`config.mk`:
```
export PLATFORM = sky130hd
export DESIGN_NAME = debug_unit
export DESIGN_NICKNAME = d
export VERILOG_FILES = /design/src/rtl/debug_unit_pkg.sv /design/src/rtl/debug_unit_btn_edge.sv /design/src/rtl/debug_unit.sv
export SDC_FILE = /design/constraint.sdc
export NUM_CORES = 1
export LEC_CHECK = 0
export ABC_AREA = 1
export ABC_CLOCK_PERIOD_IN_PS = 1900
export CORE_AREA = 2 2 130 132
export DETAILED_ROUTE_END_ITERATION = 10
export DIE_AREA = 0 0 132 134
export HOLD_SLACK_MARGIN = 0.03
export PLACE_DENSITY = 0.75
export SYNTH_ARGS = -nofsm -noshare
export SYNTH_HDL_FRONTEND = slang
export SYNTH_HIERARCHICAL = 1
export SYNTH_SLANG_ARGS = --single-unit
```
`constraint.sdc`:
```
create_clock -name clk -period 1.9 [get_ports clk]
set_input_delay 0.57 -clock clk [delete_from_list [all_inputs] [get_ports clk]]
set_output_delay 0.57 -clock clk [all_outputs]
set_load 0.02 [all_outputs]
```
`src/rtl/debug_unit_pkg.sv`:
```
// Shared definitions for the debug controller: FSM states, display select codes
// and the layout of the CPU control word shown on the display.
package debug_unit_pkg;

  typedef enum logic [1:0] {
    ST_IDLE  = 2'd0,
    ST_STEP  = 2'd1,
    ST_FREE  = 2'd2,
    ST_DRAIN = 2'd3
  } state_e;

  typedef enum logic [2:0] {
    SEL_RF_MEM  = 3'd0,
    SEL_PC      = 3'd1,
    SEL_IR      = 3'd2,
    SEL_MDR     = 3'd3,
    SEL_A       = 3'd4,
    SEL_B       = 3'd5,
    SEL_ALU_OUT = 3'd6,
    SEL_CTRL    = 3'd7
  } sel_e;

  // MSB first, matching the order the CPU packs its control word
  typedef struct packed {
    logic       pc_write_cond;
    logic [1:0] pc_source;
    logic       pc_write;
    logic [1:0] alu_op;
    logic       i_or_d;
    logic [1:0] alu_src_b;
    logic       alu_src_a;
    logic       mem_write;
    logic       reg_write;
    logic       mem_read;
    logic       mem_to_reg;
    logic       ir_write;
    logic       reg_dst;
  } ctrl_t;

  localparam int CTRL_W = $bits(ctrl_t);

endpackage

```
`src/rtl/debug_unit_btn_edge.sv`:
```
// Button conditioner: two-flop synchronizer followed by a rising-edge detector,
// giving one clock pulse per press, visible two cycles after the button rises.
module debug_unit_btn_edge (
  input  logic clk,
  input  logic rst,
  input  logic btn,
  output logic pulse
);

  logic sync1;
  logic sync2;
  logic prev;

  always_ff @(posedge clk or posedge rst) begin
    if (rst) begin
      sync1 <= 1'b0;
      sync2 <= 1'b0;
      prev  <= 1'b0;
    end else begin
      sync1 <= btn;
      sync2 <= sync1;
      prev  <= sync2;
    end
  end

  assign pulse = sync2 & ~prev;

endmodule

```
`src/rtl/debug_unit.sv`:
```
// Debug controller for the multicycle CPU: gates execution (free run / single step),
// walks a debug address and registers the selected status word for the display.
module debug_unit
  import debug_unit_pkg::*;
#(
  parameter int WIDTH   = 32,
  parameter int ADDR_W  = 8,
  parameter int MEM_LAT = 1
) (
  input  logic              clk,
  input  logic              rst,
  input  logic              succ,
  input  logic              step,
  input  logic              inc,
  input  logic              dec,
  input  logic              m_rf,
  input  logic [2:0]        sel,
  input  logic              instr_done,
  input  logic [WIDTH-1:0]  rf_data,
  input  logic [WIDTH-1:0]  mem_data,
  input  logic [WIDTH-1:0]  pc,
  input  logic [WIDTH-1:0]  ir,
  input  logic [WIDTH-1:0]  mdr,
  input  logic [WIDTH-1:0]  a,
  input  logic [WIDTH-1:0]  b,
  input  logic [WIDTH-1:0]  alu_out,
  input  logic [15:0]       ctrl,
  output logic              run,
  output logic [ADDR_W-1:0] dbg_addr,
  output logic [WIDTH-1:0]  display,
  output logic [15:0]       led
);

  localparam int LAT_W = (MEM_LAT < 1) ? 1 : $clog2(MEM_LAT + 1);

  logic step_e;
  logic inc_e;
  logic dec_e;

  debug_unit_btn_edge u_step_edge (.clk(clk), .rst(rst), .btn(step), .pulse(step_e));
  debug_unit_btn_edge u_inc_edge  (.clk(clk), .rst(rst), .btn(inc),  .pulse(inc_e));
  debug_unit_btn_edge u_dec_edge  (.clk(clk), .rst(rst), .btn(dec),  .pulse(dec_e));

  state_e state;
  state_e state_next;

  always_ff @(posedge clk or posedge rst) begin
    if (rst) state <= ST_IDLE;
    else     state <= state_next;
  end

  // Leaving run mode always waits for instr_done so the CPU never stops mid-instruction
  always_comb begin
    state_next = state;
    case (state)
      ST_IDLE: begin
        if (succ)        state_next = ST_FREE;
        else if (step_e) state_next = ST_STEP;
      end
      ST_STEP: begin
        if (instr_done) state_next = ST_IDLE;
        else if (succ)  state_next = ST_FREE;
      end
      ST_FREE: begin
        if (!succ) state_next = ST_DRAIN;
      end
      ST_DRAIN: begin
        if (instr_done) state_next = ST_IDLE;
      end
      default: state_next = ST_IDLE;
    endcase
  end

  assign run = (state != ST_IDLE);

  logic addr_move;
  assign addr_move = inc_e ^ dec_e;

  always_ff @(posedge clk or posedge rst) begin
    if (rst)                 dbg_addr <= '0;
    else if (inc_e & ~dec_e) dbg_addr <= dbg_addr + ADDR_W'(1);
    else if (dec_e & ~inc_e) dbg_addr <= dbg_addr - ADDR_W'(1);
  end

  // mem_data lags dbg_addr, so the memory view freezes until the new word arrives
  logic             m_rf_q;
  logic             mem_rise;
  logic             mem_hold;
  logic [LAT_W-1:0] mem_wait;

  assign mem_rise = m_rf & ~m_rf_q;
  assign mem_hold = (mem_wait != '0) | ((MEM_LAT > 0) & mem_rise);

  always_ff @(posedge clk or posedge rst) begin
    if (rst) begin
      m_rf_q   <= 1'b0;
      mem_wait <= '0;
    end else begin
      m_rf_q <= m_rf;
      if (addr_move && (MEM_LAT > 0))     mem_wait <= LAT_W'(MEM_LAT);
      else if (mem_rise && (MEM_LAT > 1)) mem_wait <= LAT_W'(MEM_LAT - 1);
      else if (mem_wait != '0)            mem_wait <= mem_wait - LAT_W'(1);
    end
  end

  ctrl_t            ctrl_word;
  logic [WIDTH-1:0] display_next;

  assign ctrl_word = ctrl;

  always_comb begin
    display_next = display;
    case (sel_e'(sel))
      SEL_RF_MEM: begin
        if (!m_rf)          display_next = rf_data;
        else if (!mem_hold) display_next = mem_data;
      end
      SEL_PC:      display_next = pc;
      SEL_IR:      display_next = ir;
      SEL_MDR:     display_next = mdr;
      SEL_A:       display_next = a;
      SEL_B:       display_next = b;
      SEL_ALU_OUT: display_next = alu_out;
      SEL_CTRL:    display_next = WIDTH'(ctrl_word);
      default:     display_next = display;
    endcase
  end

  always_ff @(posedge clk or posedge rst) begin
    if (rst) display <= '0;
    else     display <= display_next;
  end

  assign led = {m_rf, succ, run, 5'b0, 8'(dbg_addr)};

endmodule
```
**Run 1: sizing map**

The bar under the picture is 50 um long.
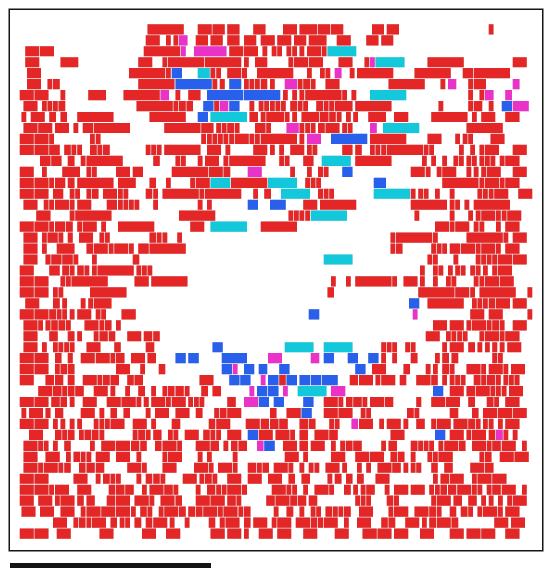
drive 6 and up -> cyan  # cells 17
drive 2 -> magenta  # cells 29
drive 1 or less -> red  # cells 1110
drive 3 to 4 -> blue  # cells 45
post-route cell area: 9050 sq um
Syn-to-layout area delta: 75.4%

**Run 1: clock nets**

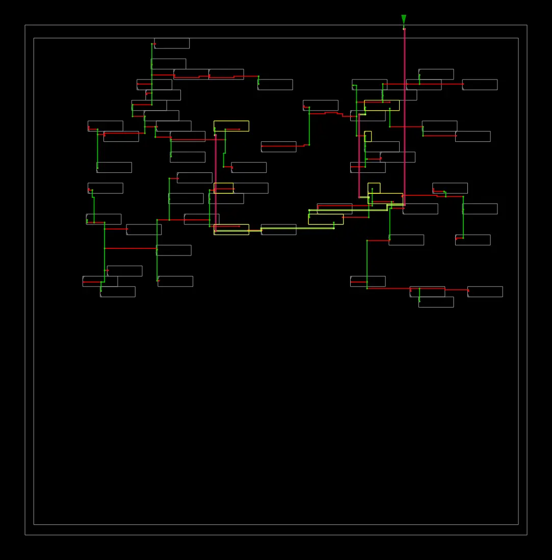
Flop Count: 53
Worst Skew: 0.00368 ns

**Run 1: placement by cell class**

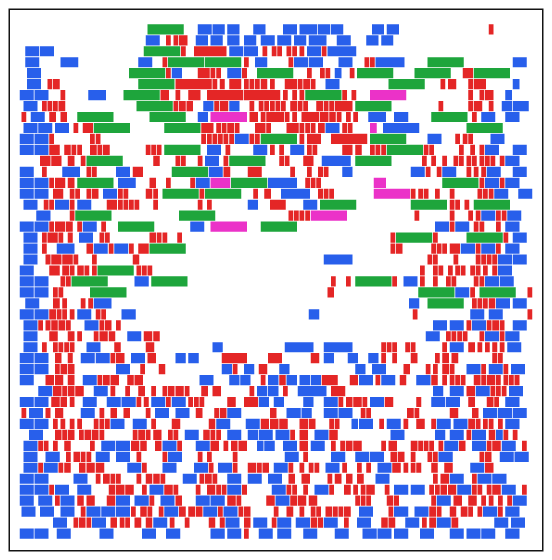
flip-flops -> green  # cells 53
other buffers and delay cells -> blue  # cells 379
all other logic -> red  # cells 761
clock drivers and dummy loads -> magenta  # cells 8
Util after Layout: 55.5%
sequential cell area share: 14.7%
Row Count: 47

**Run 1: sequential cells grouped by signal name**

The bar under the picture is 50 um long. Other sequential cells in the stronger grey, the rest of the logic in the fainter grey.
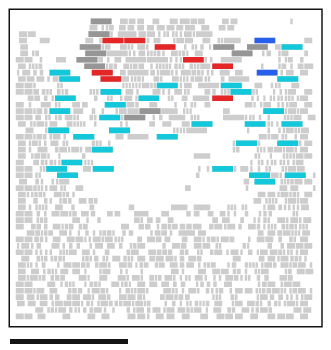
`display` -> cyan  # placed flops 32
`dbg_addr` -> red  # placed flops 8, where top centre
`state` -> blue  # placed flops 2
not coloured = 11
Seq group: 1.55 mW
FF/Latch Area: 1330 sq um

==> flow_metrics.env, run 1 <==
# implementation run metrics
export IMPL_p_leak_nw=4.48
export IMPL_routed_top_layer="met4"
export IMPL_grt_use_met3_pct=5.82
export IMPL_power_mw=5.51
export IMPL_clock_fmax_mhz=534
export IMPL_gp_congestion=0.951
export IMPL_path_cells="clkdlybuf4s50_1, clkdlybuf4s15_2"
export IMPL_ys_sh_adder_pct=2.09
export IMPL_grt_util_met1_pct=30.7
export IMPL_worst_hold_slack_ns=0.351
export IMPL_numCtsBuffers=5
export IMPL_grt_pass1_wl_mm=36.6
export IMPL_chip_area_sq_um=17700
export IMPL_route_met3_wl_mm=1.89
export IMPL_status="finished, final reports clean"
export IMPL_synth_avg_cell_area_sq_um=5.85
export IMPL_ir_worst_vdd_v=0.000400
export IMPL_yosysCellCount=882
export IMPL_maxSlewViolCount=0
export IMPL_htree_levels=2
export IMPL_wl_met1_mm=9.41
export IMPL_vias=6919
export IMPL_grt_usage_pct=26.4
export IMPL_grt_use_met2_pct=45.9
export IMPL_cts_sinks=53
export IMPL_lay_top_count="clkdlybuf4s50_1"
export IMPL_edf_count=0
export IMPL_worstPathArrival_ns=1.30
export IMPL_synth_area_sq_um=5160
export IMPL_top_logic_kind="simple AND/OR/NAND/NOR gates"
export IMPL_cpPeakStageDelay_ns=0.47
export IMPL_crit_buf_inv=2
export IMPL_synth_cell_type_count=32
export IMPL_period_minus_slack_ns=1.87
export IMPL_drive_gt1_share_pct=7.58
export IMPL_final_cell_mix="clkdlybuf4s50_1, nand2_1, inv_1"
export IMPL_die_h_um=134
export IMPL_path_clk_slew_ns=0.07
export IMPL_cts_root_buf="clkbuf_16"
export IMPL_min_delay_path_class="flip-flop to flip-flop"
export IMPL_layout_worst_path_cycle_share_pct=98.5
export IMPL_grt_start_max_net_pins=45
export IMPL_critPathCaptureType="output pin"
export IMPL_synth_chip_area_sq_um=5160
export IMPL_power_density_nw_per_um2=609
export IMPL_ant_nets=0
export IMPL_dr_wl_met2_mm=11.4
export IMPL_synthArstFlopShare_pct=100
export IMPL_required_ns=1.33
export IMPL_ys_seq_share_pct=25.7
export IMPL_port_buffers=334
export IMPL_fp_util_pct=31.7
export IMPL_dp_hpwl_mm=19.1
export IMPL_grt_busiest_layer="met2"
export IMPL_die_width_um=132
export IMPL_ys_warn_count=6
export IMPL_core_area_sq_um=16300
export IMPL_worstSkewPairLatency_ns=0.29
export IMPL_crit_slowest_cell="clkdlybuf4s50_1"
export IMPL_maxCapViolCount=0
export IMPL_overflow=0
export IMPL_critPathMaxFanout=2
export IMPL_ys_ff=53
export IMPL_ys_sh_mux_pct=0
export IMPL_place_inst=1411
export IMPL_cpLargestDelayFamily="buffers and inverters"
export IMPL_cts_hold_fix_buffers=0
export IMPL_rsz0062_at_grt="true"
## run 1: sequential cells by signal (all words and copies together) (netlist names)
name               cells
dbg_addr               8
display               32
m_rf_q                 1
mem_wait               1
state                  2
u_dec_edge/prev        1
u_dec_edge/sync1       1
u_dec_edge/sync2       1
u_inc_edge/prev        1
u_inc_edge/sync1       1
u_inc_edge/sync2       1
u_step_edge/prev       1
u_step_edge/sync1      1
u_step_edge/sync2      1
## run 1: logic make-up (layout without fill, tap and decap cells)
group,Yosys count,after routing
flip-flops,53,53
AND/OR/NAND/NOR,508,508
AND-OR/OR-AND,123,123
other,1,6
buffers and inverters,187,502
adder cells (fa/ha/maj),8,8
XOR/XNOR,2,2
## run 1: stage by stage
stage	instance area (sq um)	TNS [ns]
floorplan	5170	0
global route	9050	-0.0692
global placement	8780	-11.38
CTS	8920	0
finish	9050	0
detailed placement	8780	-12.99
## run 1: synth_stat cells, types with 2 or more instances
| master | count | area share (%) |
|---|---|---|
| nand2_1 | 289 | 21 |
| inv_1 | 109 | 7.9 |
| nor2_1 | 103 | 7.5 |
| nand4_1 | 63 | 7.6 |
| o21ai_0 | 59 | 5.7 |
| dfrtp_1 | 53 | 26 |
| nand3_1 | 38 | 3.7 |
| buf_2 | 32 | 3.1 |
| o21ai_1 | 25 | 2.4 |
| buf_4 | 24 | 3.5 |
| a21oi_1 | 20 | 1.9 |
| a21boi_0 | 16 | 2.3 |
| clkbuf_1 | 11 | 0.80 |
| ha_1 | 7 | 1.7 |
| inv_2 | 5 | 0.36 |
| buf_6 | 3 | 0.65 |
| nand3_2 | 3 | 0.58 |
| nor2_2 | 3 | 0.36 |
| buf_1 | 2 | 0.15 |
| nand3b_1 | 2 | 0.29 |
| nor2_4 | 2 | 0.44 |
| or2_2 | 2 | 0.24 |
| xnor2_1 | 2 | 0.34 |
## run 1: what timing repair did
| item | in CTS | in global routing |
|---|---|---|
| resized | 30 | 30 |
| hold endpoints to repair | 0 | 0 |
| setup buffers | 0 | 1 |
| gates cloned | 0 | 1 |
| pin swaps | 0 | 8 |
| setup endpoints to repair | 55 | 43 |
## run 1: cell type report
type / count / area [sq um]
Antenna cell: 1 / 2.50
Fill cell: 1597 / 7240
Clock inverter: 2 / 13.8
Sequential cell: 53 / 1330
Timing Repair Buffer: 379 / 3790
Multi-Input combinational cell: 646 / 3070
Inverter: 115 / 439
Clock buffer: 6 / 139
Tap cell: 220 / 275
## run 1: path summary, 6_finish.rpt
check | from | to | slack (ns) | depth (start not counted)
min reg2reg | u_step_edge/sync1 | u_step_edge/sync2 | 0.35 | 0
min | u_step_edge/sync1 | u_step_edge/sync2 | 0.35 | 0
min in group asynchronous | rst | u_inc_edge/sync2 | 0.60 | 2
max in group asynchronous | rst | display[27] | 0.90 | 3
max | succ | led[14] | 0.03 | 2
max reg2reg | u_inc_edge/sync2 | dbg_addr[7] | 0.10 | 13
## run 1: report_power, final
group	leakage (nW)	total, mW	switching (mW)	internal (mW)
Combinational	3.77	3.01	1.55	1.46
Clock	0.0768	0.948	0.423	0.526
Sequential	0.639	1.55	0.211	1.34
**Run 1: clock wires, drivers and flops**

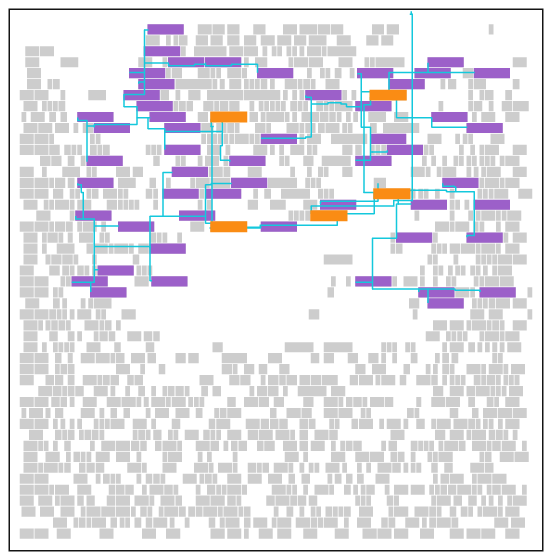

## Run 2: what changed since run 1
Settings changed: CORE_AREA 2 2 130 132 to 2 2 131 133, DIE_AREA 0 0 132 134 to 0 0 133 135, SYNTH_HIERARCHICAL 1 to not set.
**Run 2: clock wires, drivers and flops**

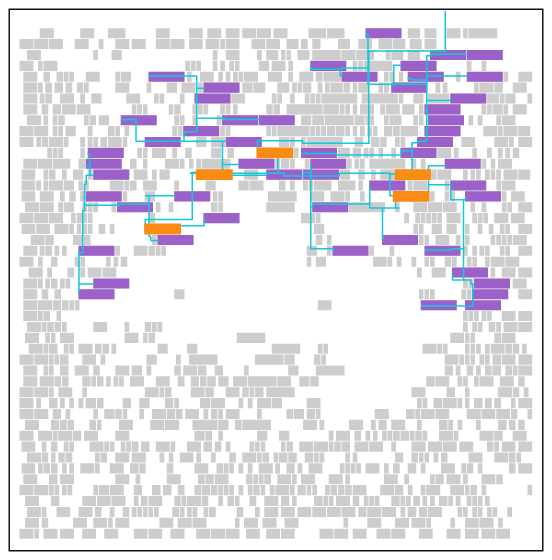
cells driving clock nets -> orange  # count 5
clock wires -> cyan  # length 683 um
flip-flops -> purple  # count 53
routed clock nets = 6
Worst Skew: 0.00930 ns
clock share of power: 15.9%
clock network power: 905 uW
Latency at later pin: 0.29 ns

==> flow_metrics.env, run 2 <==
# implementation run metrics
export IMPL_reg_top3="display x32, dbg_addr x8, state x2"
export IMPL_top_area_cell="dfrtp_1"
export IMPL_yosysMostFrequentCell="nand2_1"
export IMPL_critPathMaxFanout=5
export IMPL_rsz0062_at_grt="true"
export IMPL_htree_levels=2
export IMPL_tns_ns=0
export IMPL_min_delay_path_class="flip-flop to flip-flop"
export IMPL_die_h_um=135
export IMPL_worst_hold_slack_ns=0.349
export IMPL_rr_endpoint="dbg_addr[7]"
export IMPL_ys_ff=53
export IMPL_top_cells_by_area="dfrtp_1, nand2_1, inv_1"
export IMPL_required_ns=2.14
export IMPL_dp_hpwl_mm=18.5
export IMPL_vias=6883
export IMPL_grt_start_max_net_pins=54
export IMPL_rr_startpoint="u_inc_edge.sync2"
export IMPL_gp_congestion=0.937
export IMPL_reg2reg_depth=14
export IMPL_grt_pass1_wl_mm=35.5
export IMPL_final_cell_mix="clkdlybuf4s50_1, nand2_1, nor2_1"
export IMPL_ir_worst_vdd_v=0.000480
export IMPL_grt_usage_pct=25.1
export IMPL_r2r_slack_ns=0.01
export IMPL_layout_worst_path_cycle_share_pct=99.4
export IMPL_maxCapViolCount=0
export IMPL_routed_via_density=4.82
export IMPL_cts_sinks=53
export IMPL_synthArstFlopShare_pct=100
export IMPL_yosysCellCount=887
export IMPL_drive_gt1_share_pct=8.04
export IMPL_worstPathArrival_ns=2.13
export IMPL_ys_warn_count=0
export IMPL_netSwitchingFraction_pct=39.9
export IMPL_ys_sh_mux_pct=0
export IMPL_largest_reg_flops=32
export IMPL_cp_startpoint="u_inc_edge.sync2"
export IMPL_ys_seq_share_pct=25.4
export IMPL_cts_root_buf="clkbuf_16"
export IMPL_p_leak_nw=4.52
export IMPL_path_clk_slew_ns=0.07
export IMPL_status="finished, final reports clean"
export IMPL_row_count=47
export IMPL_ant_nets=0
export IMPL_overflow=0
export IMPL_ys_sh_adder_pct=2.06
export IMPL_synth_cell_type_count=32
export IMPL_power_frac_seq_pct=27.4
export IMPL_core_area_sq_um=16400
export IMPL_cts_hold_fix_buffers=0
export IMPL_top_register="display"
export IMPL_clock_fmax_mhz=529
export IMPL_lay_top_count="clkdlybuf4s50_1"
export IMPL_synth_chip_area_sq_um=5210
export IMPL_synth_avg_cell_area_sq_um=5.88
export IMPL_fillers=1600
export IMPL_synth_area_sq_um=5210
export IMPL_period_minus_slack_ns=1.89
export IMPL_edf_count=0
export IMPL_die_width_um=133
export IMPL_top_area_share_pct=25.4
export IMPL_common_cells="nand2_1, inv_1, nor2_1"
export IMPL_power_density_nw_per_um2=621
export IMPL_top_logic_kind="simple AND/OR/NAND/NOR gates"
export IMPL_finalSetupViolations=0
export IMPL_power_frac_comb_pct=56.7
export IMPL_p_int_mw=3.42
export IMPL_numCtsBuffers=5
export IMPL_syn2layout_area_growth_pct=75.9
## run 2: cell count changes in the layout (fill, tap and decap cells not counted), moves of 2 or more
cell             change
ha_1                 -2
dlygate4sd2_1        -2
nand2_2              +5
nor2_4               -2
clkinvlp_4           +2
o21ai_1             -12
clkdlybuf4s50_1      +5
buf_12               +3
nand3_1              -6
nor2_1               +5
nand3_2              +2
o21ai_0             +12
nor2_8               +2
buf_4                -4
## run 2: logic make-up after synthesis
group,count (synthesis)
and+or+nand+nor,513
buffers and inverters,187
DFF,53
adders and majority gates,8
other,1
xor gates and xnor gates,2
AOI/OAI and AO/OA,123
## run 2: how the worst min path moves through the flow
stage | startpoint | to | slack, ns | depth (start not counted)
6_report | u_dec_edge.sync1 | u_dec_edge.sync2 | 0.35 | 0
5_1_grt | u_dec_edge.sync1 | u_dec_edge.sync2 | 0.36 | 0
4_1_cts | u_dec_edge.sync1 | u_dec_edge.sync2 | 0.35 | 0
3_5_place_dp | u_dec_edge.sync1 | u_dec_edge.sync2 | 0.34 | 0
3_3_place_gp | u_dec_edge.sync1 | u_dec_edge.sync2 | 0.33 | 0
2_1_floorplan | u_dec_edge.sync1 | u_dec_edge.sync2 | 0.33 | 0
## run 2: layout make-up
class,instances,area (sq um),area share [%]
diodes,1,2.50,0.0273
clock buffers,6,129,1.41
clock inverters,2,15.0,0.164
inverters,116,443,4.83
multi-input cells,651,3150,34.3
flip-flops and latches,53,1330,14.5
well taps,220,275,3.00
repair buffers,379,3830,41.8
## run 2: critical path, cell delays in order, from the launching register on
cell and delay (ns):
dfrtp_1 0.35, inv_1 0.04, nor2_1 0.10, ha_2 0.23, clkinv_4 0.11, buf_6 0.15
ha_4 0.29, nand2_2 0.06, nor2_2 0.11, nand3_2 0.09, nand2_1 0.07, nand2_1 0.05
nand2_1 0.06, nand2_1 0.05, nand2_1 0.07
## run 2: stage by stage
step | power, mW | util (%) | area (sq um) | instances | setup slack (ns)
after CTS | 5.41 | 54.7 | 8970 | 1425 | -0.0917
after floorplan | 3.13 | - | 5230 | 891 | 0.0438
after global routing | 6.10 | 55.9 | 9170 | 1428 | -0.141
after global placement | 4.54 | 53.9 | 8840 | 1417 | -0.491
after detailed placement | 4.59 | 53.9 | 8840 | 1417 | -0.523
final | 5.69 | 55.9 | 9170 | 1428 | 0.0114
## run 2: what timing repair did
action | in CTS | in global routing
buffers inserted | 0 | 1
setup endpoints to repair | 50 | 46
gates cloned | 0 | 1
pin swaps | 0 | 15
resized | 20 | 45
## run 2: metal layers
layer  wire length [um]  part of all wire, %  track usage [%]
met1               9090                   39             29.2
met2              11900                   51             45.9
met3               1720                  7.3             5.44
met4                823                  3.5             8.24
met5                  0                    0                0
## run 2: power groups by stage
| stage | clock [mW] | combinational, mW | sequential [mW] |
|---|---|---|---|
| finish | 0.905 | 3.23 | 1.56 |
| CTS | 0.923 | 2.96 | 1.53 |
| global placement | 0 | 2.99 | 1.55 |
| detailed placement | 0 | 3.04 | 1.55 |
| floorplan | 0 | 1.39 | 1.75 |
| global route | 0.978 | 3.53 | 1.59 |
Power and IR drop assume default switching activity.
